--- config.mk ---
export PLATFORM = sky130hd
export DESIGN_NAME = pipe_ctrl_unit
export DESIGN_NICKNAME = d
export VERILOG_FILES = /design/src/rtl/pipe_ctrl_unit.sv
export SDC_FILE = /design/constraint.sdc
export NUM_CORES = 1
export LEC_CHECK = 0
export CAP_MARGIN = 15
export CORE_MARGIN = 4
export CORE_UTILIZATION = 45
export DETAILED_ROUTE_END_ITERATION = 10
export PLACE_DENSITY = 0.85
export SYNTH_ARGS = -nofsm -noshare
export SYNTH_HDL_FRONTEND = slang
export SYNTH_SLANG_ARGS = --single-unit
--- constraint.sdc ---
create_clock -name clk -period 3.1 [get_ports clk]
set_input_delay 0.465 -clock clk [delete_from_list [all_inputs] [get_ports clk]]
set_output_delay 0.465 -clock clk [all_outputs]
set_load 0.01 [all_outputs]
--- src/rtl/pipe_ctrl_unit.sv ---
`default_nettype none
// ============================================================================
// Module   : pipe_ctrl_unit
// Brief    : Pipelined control unit for the 5-stage LEGv8 CPU. Decodes the
//            ID instruction into a 16-bit control word and carries it, with
//            destination register and valid bit, through ID/EX, EX/MEM and
//            MEM/WB. Detects load-use and flag hazards, inserts bubbles and
//            applies branch flushes and global holds.
// Revision : 1.0 - initial release
// ============================================================================
module pipe_ctrl_unit #(
   parameter int REGW     = 5,
   parameter int LINK_REG = 30,
   parameter int ZERO_REG = 31,
   parameter int FLAG_FWD = 1
) (
   input  logic            clk,
   input  logic            rst,
   input  logic [31:0]     instr_id,
   input  logic            id_valid,
   input  logic            flush,
   input  logic            hold,
   output logic [15:0]     ex_ctrl,
   output logic [15:0]     mem_ctrl,
   output logic [15:0]     wb_ctrl,
   output logic [REGW-1:0] ex_rd,
   output logic [REGW-1:0] mem_rd,
   output logic [REGW-1:0] wb_rd,
   output logic            ex_valid,
   output logic            mem_valid,
   output logic            wb_valid,
   output logic            stall_if,
   output logic            illegal
);

   // Control word bit fields
   localparam logic [15:0] c_UNCOND  = 16'h0001;
   localparam logic [15:0] c_BRTAKEN = 16'h0002;
   localparam logic [15:0] c_REG2LOC = 16'h0004;
   localparam logic [15:0] c_ALUSRC  = 16'h0008;
   localparam logic [15:0] c_REGWR   = 16'h0010;
   localparam logic [15:0] c_MEM2REG = 16'h0020;
   localparam logic [15:0] c_MEMWR   = 16'h0040;
   localparam logic [15:0] c_IMM     = 16'h0080;
   localparam logic [15:0] c_BRREG   = 16'h0100;
   localparam logic [15:0] c_BRLINK  = 16'h0200;
   localparam logic [15:0] c_CMPZERO = 16'h0400;
   localparam logic [15:0] c_ALUON   = 16'h0800;
   localparam logic [15:0] c_SETFLAG = 16'h1000;
   localparam logic [15:0] c_OP_ADD  = 16'h4000;
   localparam logic [15:0] c_OP_SUB  = 16'h6000;

   localparam logic [REGW-1:0] c_LINK = REGW'(LINK_REG);
   localparam logic [REGW-1:0] c_ZERO = REGW'(ZERO_REG);

   localparam int c_B_MEM2REG = 5;
   localparam int c_B_SETFLAG = 12;

   logic [10:0]     w_op;
   logic [15:0]     w_ctrl;
   logic            w_legal;
   logic            w_use_rn;
   logic            w_use_s2;
   logic            w_bcond;
   logic            w_is_bl;
   logic [REGW-1:0] w_rd;
   logic [REGW-1:0] w_rn;
   logic [REGW-1:0] w_s2;
   logic            w_load_use;
   logic            w_flag_haz;
   logic            w_hazard;
   logic            w_unused;

   logic [15:0]     r_ex_ctrl;
   logic [15:0]     r_mem_ctrl;
   logic [15:0]     r_wb_ctrl;
   logic [REGW-1:0] r_ex_rd;
   logic [REGW-1:0] r_mem_rd;
   logic [REGW-1:0] r_wb_rd;
   logic            r_ex_valid;
   logic            r_mem_valid;
   logic            r_wb_valid;
   logic            r_illegal;

   assign w_op     = instr_id[31:21];
   assign w_unused = ^instr_id[15:10];

   // Decode the ID opcode into a control word and its register-use profile
   always_comb begin
      w_ctrl   = 16'h0000;
      w_legal  = 1'b1;
      w_use_rn = 1'b0;
      w_use_s2 = 1'b0;
      w_bcond  = 1'b0;
      w_is_bl  = 1'b0;
      if (w_op[10:5] == 6'b000101) begin
         w_ctrl = c_UNCOND | c_BRTAKEN;
      end else if (w_op[10:3] == 8'b01010100) begin
         w_ctrl  = c_BRTAKEN;
         w_bcond = 1'b1;
      end else if (w_op[10:5] == 6'b100101) begin
         w_ctrl  = c_UNCOND | c_BRTAKEN | c_BRLINK | c_REGWR | c_ALUON;
         w_is_bl = 1'b1;
      end else if (w_op == 11'b11010110000) begin
         w_ctrl   = c_UNCOND | c_BRTAKEN | c_BRREG;
         w_use_rn = 1'b1;
      end else if (w_op[10:3] == 8'b10110100) begin
         w_ctrl   = c_BRTAKEN | c_CMPZERO | c_ALUON;
         w_use_s2 = 1'b1;
      end else if (w_op[10:1] == 10'b1001000100) begin
         w_ctrl   = c_OP_ADD | c_ALUON | c_IMM | c_REGWR | c_ALUSRC;
         w_use_rn = 1'b1;
      end else if (w_op == 11'b10101011000) begin
         w_ctrl   = c_OP_ADD | c_SETFLAG | c_ALUON | c_REGWR | c_REG2LOC;
         w_use_rn = 1'b1;
         w_use_s2 = 1'b1;
      end else if (w_op == 11'b11101011000) begin
         w_ctrl   = c_OP_SUB | c_SETFLAG | c_ALUON | c_REGWR | c_REG2LOC;
         w_use_rn = 1'b1;
         w_use_s2 = 1'b1;
      end else if (w_op == 11'b11111000010) begin
         w_ctrl   = c_OP_ADD | c_ALUON | c_MEM2REG | c_REGWR | c_ALUSRC;
         w_use_rn = 1'b1;
      end else if (w_op == 11'b11111000000) begin
         w_ctrl   = c_OP_ADD | c_ALUON | c_MEMWR | c_ALUSRC;
         w_use_rn = 1'b1;
         w_use_s2 = 1'b1;
      end else begin
         w_legal = 1'b0;
      end
   end

   assign w_rd = w_is_bl ? c_LINK : REGW'(instr_id[4:0]);
   assign w_rn = REGW'(instr_id[9:5]);
   // Second source sits in Rm for R-type, in Rt for stores and CBZ
   assign w_s2 = (w_ctrl & c_REG2LOC) != 16'h0000 ? REGW'(instr_id[20:16])
                                                   : REGW'(instr_id[4:0]);

   // A load in EX whose result ID needs cannot be forwarded in time
   assign w_load_use = r_ex_valid & r_ex_ctrl[c_B_MEM2REG] & (r_ex_rd != c_ZERO)
                     & id_valid
                     & ((w_use_rn & (r_ex_rd == w_rn)) | (w_use_s2 & (r_ex_rd == w_s2)));

   generate
      if (FLAG_FWD == 0) begin : g_flag_stall
         assign w_flag_haz = id_valid & w_bcond
                           & ((r_ex_valid & r_ex_ctrl[c_B_SETFLAG])
                            | (r_mem_valid & r_mem_ctrl[c_B_SETFLAG]));
      end else begin : g_flag_fwd
         assign w_flag_haz = 1'b0;
      end
   endgenerate

   assign w_hazard = w_load_use | w_flag_haz;

   // A flushed ID instruction is dead, so its hazard must not freeze fetch
   assign stall_if = rst & (hold | (~flush & w_hazard));

   // Advance the stage registers, inserting bubbles on flush, hazard or kill
   always_ff @(posedge clk) begin
      if (!rst) begin
         r_ex_ctrl   <= 16'h0000;
         r_mem_ctrl  <= 16'h0000;
         r_wb_ctrl   <= 16'h0000;
         r_ex_rd     <= '0;
         r_mem_rd    <= '0;
         r_wb_rd     <= '0;
         r_ex_valid  <= 1'b0;
         r_mem_valid <= 1'b0;
         r_wb_valid  <= 1'b0;
         r_illegal   <= 1'b0;
      end else if (!hold) begin
         r_wb_ctrl   <= r_mem_ctrl;
         r_wb_rd     <= r_mem_rd;
         r_wb_valid  <= r_mem_valid;
         r_mem_ctrl  <= r_ex_ctrl;
         r_mem_rd    <= r_ex_rd;
         r_mem_valid <= r_ex_valid;
         if (flush || w_hazard || !id_valid || !w_legal) begin
            r_ex_ctrl  <= 16'h0000;
            r_ex_rd    <= '0;
            r_ex_valid <= 1'b0;
         end else begin
            r_ex_ctrl  <= w_ctrl;
            r_ex_rd    <= w_rd;
            r_ex_valid <= 1'b1;
         end
         r_illegal <= id_valid & ~w_legal & ~flush;
      end
   end

   assign ex_ctrl   = r_ex_ctrl;
   assign mem_ctrl  = r_mem_ctrl;
   assign wb_ctrl   = r_wb_ctrl;
   assign ex_rd     = r_ex_rd;
   assign mem_rd    = r_mem_rd;
   assign wb_rd     = r_wb_rd;
   assign ex_valid  = r_ex_valid;
   assign mem_valid = r_mem_valid;
   assign wb_valid  = r_wb_valid;
   assign illegal   = r_illegal;

endmodule
`default_nettype wire

==> results.rst <==
Flow metrics
------------

.. list-table::
   :header-rows: 1

   * - Metric
     - Value
   * - Worst relative slew slack
     - 0.534
   * - Routed met3 length
     - 488 um
   * - Total number of warnings across the stage logs
     - 32
   * - Chip area
     - 0.00775 mm2
   * - Slowest library cell on the worst path
     - clkdlybuf4s50_1
   * - Clock tree skew after final layout
     - 0.00536 ns
   * - Final standard cell count with taps included and fillers excluded
     - 496
   * - First-pass GRT wire length
     - 12000 um
   * - Clock latency on the worst-skew pair
     - 0.33 ns
   * - Cell types occupying the most area after synthesis
     - dfxtp_1 42%, mux2i_1 15%, nor2b_1 11%
   * - Distinct cell type count after synthesis
     - 48
   * - Met2 Routed Length
     - 3780 um
   * - Horizontal die size
     - 88.0 um
   * - Core Footprint
     - 0.00606 mm2
   * - Max cap viols
     - 0
   * - Largest buffer count on any clock path
     - 2
   * - Most used routing layer
     - met2
   * - Worst vdd rail ir drop
     - 277 uV
   * - Final RePlAce weighted congestion
     - 0.844
   * - Placement Setup Slack
     - -0.300 ns
   * - Total instance count after detailed placement
     - 475
   * - Fmax achieved
     - 0.335 GHz
   * - Post-synth area from yosys stat
     - 0.00288 mm2
   * - Area after DPL
     - 0.00399 mm2
   * - Source of the worst register-to-register timing path
     - ex_rd[3]
   * - Final ANT Viol Nets
     - 0
   * - Count of buffers from port buffering
     - 95
   * - Fraction of layout cells with a size suffix above 1
     - 0.143
   * - Fin crit period
     - 2.98 ns
   * - Number of clock-tree buffers in the layout
     - 13
   * - Ys cells
     - 302
   * - Share of synthesized area occupied by flip-flops and latches
     - 0.424
   * - GR Overflow Total
     - 0
   * - Register bit count reported by yosys
     - 61
   * - Cell taking the most area after synthesis
     - dfxtp_1
   * - TritonCTS Buffers
     - 9
   * - Nets
     - 453
   * - Critical Path RT
     - 2.63 ns
   * - Clock Tree Root
     - clkbuf_8
   * - Syn. warnings
     - 0
   * - Worst-path maximum fanout
     - 8
   * - TritonCTS Sinks
     - 61
   * - Most frequent cell after synthesis
     - dfxtp_1
   * - Commonest register cell after synthesis
     - dfxtp_1
   * - DP Wirelength
     - 5600 um
   * - Fraction of registers with async set or reset after synthesis
     - 0
   * - Max-slew violation count
     - 0
   * - Signal buf overhead
     - 0.276
   * - Area overhead of the layout relative to synthesis
     - 49.5%
   * - Capture instance of the worst register-to-register path
     - ex_ctrl[10]
   * - Worst path cell trace
     - clkdlybuf4s50_1 > buf_4 > nor2_1 > a22o_1 > a221oi_1 > nor3b_1 > and4b_1 > o311a_1 > buf_2
   * - Syn Inst Count
     - 302
   * - Hold Startpoint
     - ex_ctrl[13]
   * - Area of all sequential standard cells
     - 0.00122 mm2
   * - Per-instance average area after synthesis
     - 9.54 um2
   * - Inserted Diodes
     - 0
   * - Worst slew pin tran
     - 0.700 ns
   * - Setup-failing EPs final
     - 0
   * - Residual DRC
     - 0
   * - Count of flip-flops and latches
     - 61
   * - Non-CTS buffers
     - 125
   * - Number of cells traversed by the worst register-to-register path
     - 8
   * - CP endpoint kind
     - output port
   * - Total power of the final layout
     - 1.67 mW
   * - GR met1 Demand/Resource
     - 0.244
   * - Setup slack of the most critical reg-to-reg path
     - 1.07 ns
   * - Fill cell total of the finished layout
     - 469
   * - Crit start category
     - input port
   * - Period utilisation layout
     - 0.962
   * - Uppermost metal layer occupied by signal nets
     - met4
   * - Cell class ranked first by area
     - combinational gates
   * - Outcome
     - completed
   * - Number of tap cells added at floorplan
     - 75
   * - Pin count of the biggest net entering global routing
     - 44
   * - Count of pins on the block boundary
     - 105
[repair_timing]
item                       CTS  global route
setup endpoints to repair    1             1
pin swaps                    2             8
buffers inserted             1             4
gates resized                5            17
[cells in the final DEF (no fill, tap or decap), types with 2 or more instances in the layout]
cell type / instances
xor2_1: 9
clkbuf_8: 12
nor2_1: 9
a21oi_1: 2
o21ai_0: 5
o41ai_2: 3
nor3b_1: 2
nor2b_1: 49
nand2_1: 26
mux2i_1: 41
conb_1: 3
o21a_1: 2
buf_4: 29
clkdlybuf4s50_1: 83
nor3_1: 6
dlymetal6s2s_1: 8
inv_1: 2
dfxtp_1: 61
nor4bb_1: 2
a22oi_1: 3
buf_2: 2
o21ai_1: 10
dlygate4sd2_1: 2
and2_1: 4
and3_1: 2
o31ai_1: 4
nand2b_1: 2
nand3b_1: 3
and4b_1: 3
nand3_1: 5
[tightest hold or removal path, stage by stage (launching register included)]
cell and delay (ns):
dfxtp_1 0.32, nand2_1 0.05, o21ai_1 0.05
[logic make-up (layout without fill, tap and decap cells)]
logic type	count (synthesis)	in the layout	share of synthesized area
multiplexers	42	42	0.146
flip-flops	61	61	0.424
XOR/XNOR	9	9	0.0274
buffers and inverters	26	143	0.0456
AND-OR/OR-AND	36	36	0.0912
other	1	3	0.00130
AND/OR/NAND/NOR	127	127	0.265
[where the power goes]
part | total, mW | switching (mW) | internal [mW]
clock | 0.731 | 0.295 | 0.436
combinational | 0.154 | 0.0713 | 0.0828
sequential | 0.786 | 0.00105 | 0.785
total | 1.67 | 0.367 | 1.30
[flip-flops by register name (all words and copies together) (netlist names), 5 cells and up]
name,count
mem_rd,5
ex_rd,5
ex_ctrl,14
wb_ctrl,14
mem_ctrl,14
wb_rd,5
==> images/congestion.png <==
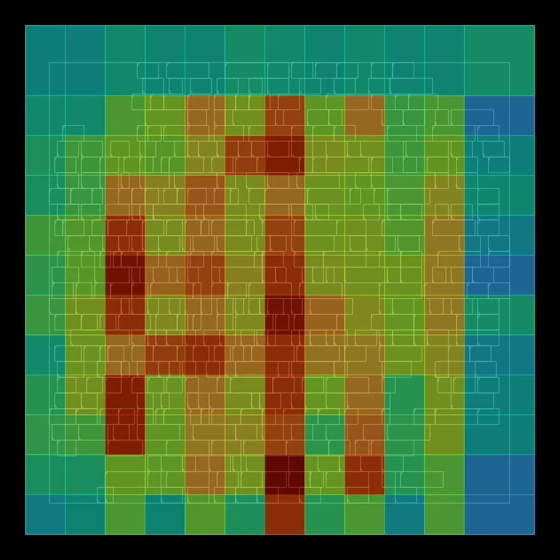
met3 Use GR: 0.0386
post-route core utilization: 0.711
met2 layer usage reported by global route: 0.336
routed length per instance: 15.5 um

==> images/layer_met2.png <==
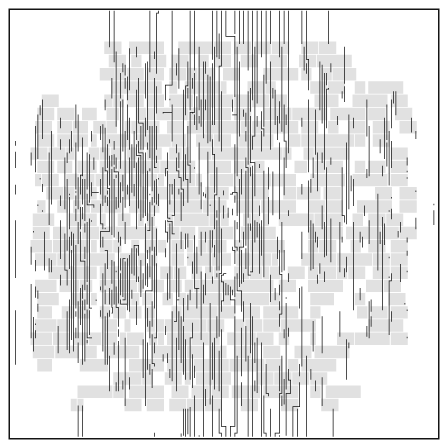
longest straight run: 29.1 um
wire length on this layer: 3780 um

==> images/layer_met3.png <==
The bar under the picture is 20 um long.
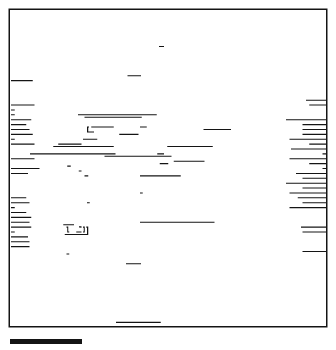
wire length on this layer: 488 um
longest straight run: 23.5 um
main direction: horizontal
total via count in the routed design: 2586
Post-Route WL: 7700 um

==> images/flops_by_reg.png <==
Other sequential cells in the stronger grey, the rest of the logic in the fainter grey.
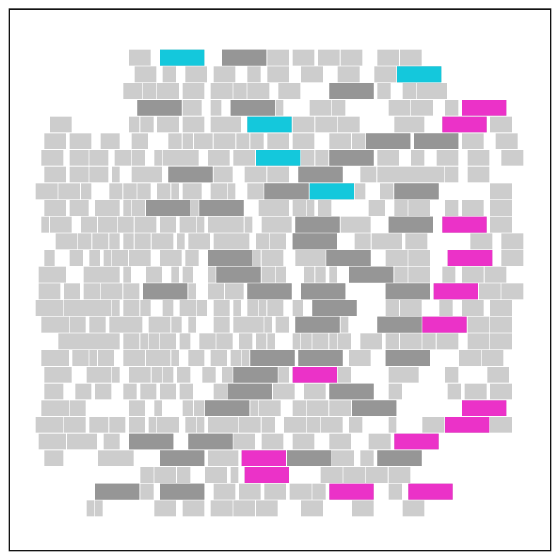
legend:
  `wb_ctrl`:
    colour: magenta
    flops: 14
  `wb_rd`:
    colour: cyan
    flops: 5
    where: north
sequential group power: 0.786 mW
share of the final layout cell area in sequential cells: 0.284

Power and IR drop assume default switching activity.
